Design fan_speed_ctrl, sky130hd; sources not shown.
**Run 1: track usage over the die**

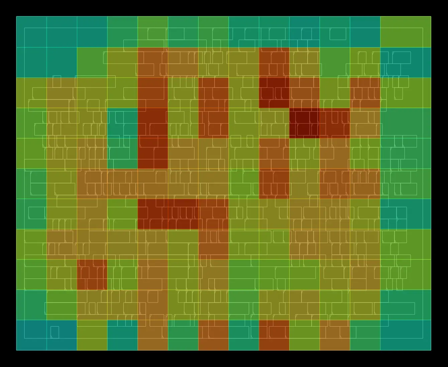
Core Util, Final: 63.5%
GRT busiest layer: met2
drt wl/cell: 15.2 um

**Run 1: register map, names as in the netlist**

The bar under the picture is 20 um long.
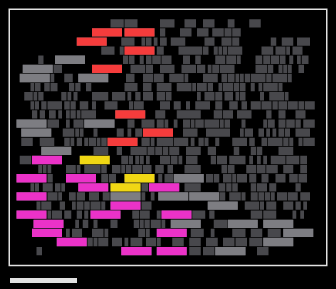
color	netlist name	sequential cells
yellow	state	3
magenta	r_tick_cnt	16
red	speed	8
flop share of the area: 28.3%
Seq. pwr: 0.358 mW
register area: 1150 sq um

**Run 1: cell classes on the final placement**

The bar under the picture is 20 um long.
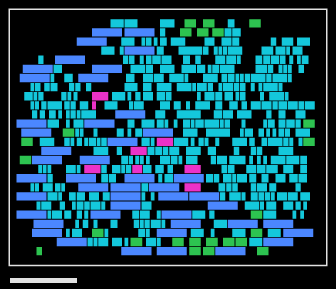
color	class	cells	share of their area
blue	sequential cells	46	29%
magenta	clock drivers and dummy loads	8	2.4%
green	remaining buffers and delay cells	24	5.9%
cyan	combinational and other logic	374	63%
core area: 6410 sq um
Row Count: 26
final instance area: 4070 sq um

==> results.yml, run 1 <==
# implementation run metrics
pwr:
  total_power_mw: 0.941
  power_density_nw_per_um2: 231
cells_and_area:
  final_common_cell: "nor2_1"
  largest_register_ffs: 16
  syn2layout_area_growth_pct: 9.01
  antenna_cells: 0
  final_cell_mix: "nor2_1, dfrtp_1, nand2_1"
sta:
  slew_headroom_pct: 18.0
  tns_ns: 0
  clock_skew_ns: 0.00906
  fin_crit_ns: 7.13
  fmax_ghz: 0.140
  rsz0062_at_grt: "no"
  worst_pin_slew_ns: 1.22
  period_used_pct: 88.0
worst_hold_path:
  holdPathStages: 1
synthesis:
  syn-num-nets: 481
  yosys_area_sq_um: 3740
  syn_area_per_cell_sq_um: 8.53
  ys_seq_share_pct: 30.8
  synthCells: 438
  synth_top_area_share_pct: 30.8
  top_cells_by_area: "dfrtp_1, ha_1, nor2_1"
  edf_count: 0
setup_path:
  crit_buf_inv: 0
  crit_arrival_ns: 7.30
  critical_path.endpoint_type: "flip-flop"
  crit_type: "reg -> reg"
  critPathRequiredTime_ns: 8.27
  slowest_delay_ns: 0.97
  slowest_stage: "o31ai_1"
clock_tree:
  post_cts_buffers: 0
  numCtsBuffers: 5
  cts_tree: "built"
  cts.path.max_buffers: 2
  cts_root_buffer: "clkbuf_8"
detailed_routing:
  ant_nets: 0
  post-route-drc-count: 0
  first_pass_iters: 4
  viasPerCell: 5.91
  first_iter_violations: 145
job:
  maxCapViolCount: 0
  warnings: 34
global_route:
  grt_max_degree: 47
  grt_pass1_vias: 3085
placement:
  gp_congestion: 0.947
  place.port_buffers: 24
run_status:
  outcome: "finished clean"
die:
  dieArea_sq_um: 7170
  initCoreUtil_pct: 58.3
  io_pins: 25
run 1: per-stage QoR:
| step | instances | hold WS (ns) | cell area [sq um] |
|---|---|---|---|
| after global routing | 536 | 0.524 | 4070 |
| after global placement | 528 | 0.473 | 3980 |
| final | 536 | 0.495 | 4070 |
| after CTS | 536 | 0.495 | 4070 |
| after detailed placement | 528 | 0.478 | 3980 |
| after floorplan | 438 | 0.447 | 3740 |
run 1: layout make-up:
cell class,instances,area [sq um]
clock buffers,7,86.3
multi-input cells,351,2400
repair buffers,24,235
inverters,23,86.3
flip-flops and latches,46,1150
well taps,84,105
fillers,559,2340
clock inverters,1,8.76
run 1: Yosys cell counts (7+ instances only):
master	number
o21ai_0	28
nand2b_1	10
xnor2_1	15
nor4_1	7
dfrtp_1	46
a21oi_1	23
xor2_1	14
nor2_1	50
nand2_1	35
nor3_1	8
nand3_1	20
clkbuf_1	9
ha_1	28
mux2_2	8
nor2b_1	7
inv_1	23
run 1: cells by family (layout without fill, tap and decap cells):
family,Yosys count,count (layout),synth area share (%)
AND-OR/OR-AND,105,105,19.3
XOR/XNOR,29,29,6.80
adder cells (fa/ha/maj),31,31,11.0
buffers and inverters,41,55,4.96
flip-flops,46,46,30.8
multiplexers,11,11,3.22
AND/OR/NAND/NOR,175,175,23.9
run 1: where the power goes:
group | switching [mW] | internal [mW]
Combinational | 0.251 | 0.183
Clock | 0.0779 | 0.0706
Sequential | 0.0750 | 0.283
run 1: metal layers:
layer  GRT usage, %  routed length [um]  up-vias
met5              -                   0        -
met4           5.07                  67        0
met3           3.59                 222        9
met2           37.6                3670       49
met1           35.9                4210     1515
li1               -                   -     1595
--- run 2 (diff from run 1) ---
- ABC_CLOCK_PERIOD_IN_PS: unset -> 8100
- TNS_END_PERCENT: unset -> 100
==> run 2 against run 1 <==
Count of clock-buffer cells in the layout unchanged; clock power about the same; register-to-register slack about the same; critical path type unchanged; global-route usage did not move; sequential power is essentially flat; core utilization did not move; non-clock buffer count stayed put; via count stayed put; setup slack did not move; highest routed layer unchanged.
==> results.yml, run 2 <==
# implementation run metrics
die:
  dieArea_sq_um: 7170
  initCoreUtil_pct: 58.3
  io_pins: 25
  core_sq_um: 6410
  fp-row-count: 26
pwr:
  total_power_mw: 0.941
  internal_power_mw: 0.536
  p_seq_mw: 0.358
  p_switching_mw: 0.404
  power-top-group: "combinational cells"
  p_seq_share_pct: 38.1
  p_comb_mw: 0.434
  power_density_nw_per_um2: 231
sta:
  holdWs_ns: 0.495
  fmax_ghz: 0.140
  fin_crit_ns: 7.13
  worst_pin_slew_ns: 1.22
  slew_headroom_pct: 18.0
clock_tree:
  post_cts_buffers: 0
  cts_root_buffer: "clkbuf_8"
  cts.path.max_buffers: 2
  cts_tree: "built"
detailed_routing:
  viasPerCell: 5.91
  ant_nets: 0
  post-route-drc-count: 0
  wl_per_cell_um: 15.2
  first_pass_iters: 4
worst_hold_path:
  holdPathStages: 1
cells_and_area:
  fin_util_pct: 63.5
  final_cell_mix: "nor2_1, dfrtp_1, nand2_1"
  final_common_cell: "nor2_1"
  final_area_sq_um: 4070
setup_path:
  crit_type: "reg -> reg"
  crit_arrival_ns: 7.30
  crit_buf_inv: 0
  slowest_stage: "o31ai_1"
  critPathRequiredTime_ns: 8.27
job:
  maxCapViolCount: 0
  warnings: 34
placement:
  place.port_buffers: 24
  postPlaceCellArea_sq_um: 3980
synthesis:
  synthCells: 438
  synthTopCellsByCount: "nor2_1, dfrtp_1, nand2_1, ha_1, o21ai_0"
  yosys_area_sq_um: 3740
  syn-num-nets: 481
  syn_area_per_cell_sq_um: 8.53
  top_cells_by_area: "dfrtp_1, ha_1, nor2_1"
run_status:
  outcome: "finished clean"
global_route:
  grt_max_degree: 47
-- run 2: cell counts in the layout (fill, tap and decap cells not counted) --
No cell type changed its count.
-- run 2: worst register-to-register path, cell delays in order (launching register included) --
cell and delay, ns:
dfrtp_1 0.49, ha_1 0.32, and3_1 0.23, a41o_1 0.17, a31oi_1 0.04, o31ai_1 0.97
nand2_1 0.41, ha_1 0.33, fa_1 0.41, nand2b_1 0.16, a21oi_1 0.18, mux2i_1 0.20
nand4_1 0.20, a211oi_1 0.51, nand2b_1 0.12, ha_1 0.29, nand2_1 0.07, o21a_1 0.15
ha_1 0.26, nor2b_1 0.14, o2111ai_1 0.18, nand4b_1 0.17, a21o_1 0.21, a21oi_1 0.17
xnor2_1 0.10, nor4b_1 0.16, o41a_1 0.37
-- run 2: cell families after synthesis --
group           after synthesis  share of synthesized area [%]
buf+inv                      41                           4.96
flops                        46                           30.8
fa+ha+maj                    31                           11.0
xor+xnor                     29                           6.80
simple gates                175                           23.9
mux                          11                           3.22
compound gates              105                           19.3
-- run 2: layer usage --
| layer | vias up | GRT usage (%) | part of all wire, % |
|---|---|---|---|
| li1 | 1595 | - | - |
| met5 | - | - | 0 |
| met1 | 1515 | 35.9 | 52 |
| met3 | 9 | 3.59 | 2.7 |
| met4 | 0 | 5.07 | 0.82 |
| met2 | 49 | 37.6 | 45 |
-- run 2: layout make-up --
class                      count  area [sq um]  share of cell area (%)
clock buffer                   7          86.3                    2.12
clock inverter                 1          8.76                   0.215
inverter                      23          86.3                    2.12
multi-input combinational    351          2400                    58.9
sequential                    46          1150                    28.3
tap                           84           105                    2.58
timing repair buffer          24           235                    5.78
**Run 2: register map, names as in the netlist**

The bar under the picture is 20 um long.
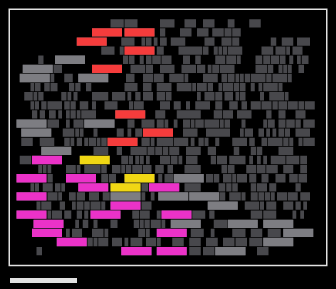
color	netlist name	sequential cells
red	speed	8
magenta	r_tick_cnt	16
yellow	state	3
not colored	19

**Run 2: clock wires, drivers and flops**

The bar under the picture is 20 um long.
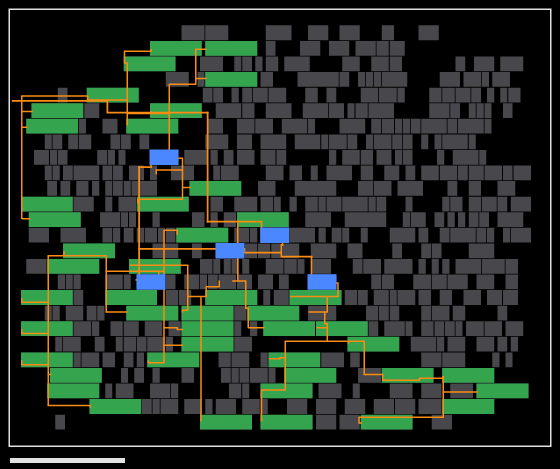
[green] flip-flops | count: 46
[orange] clock wires | length: 559 um
[blue] clock drivers | count: 5
flops lie	all over the die
Layout Skew: 0.00906 ns
Clock group: 0.149 mW
Clk Latency, worst-skew pair: 0.30 ns
clock share of power: 15.8%

**Run 2: track usage over the die**

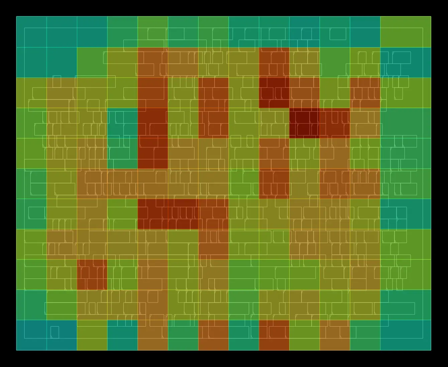
M2 GR Usage: 37.6%
Total Routing Usage GR: 24.9%
met3 Usage GRT: 3.59%
met1 Usage GRT: 35.9%

Power is estimated from default activity; no workload was simulated.
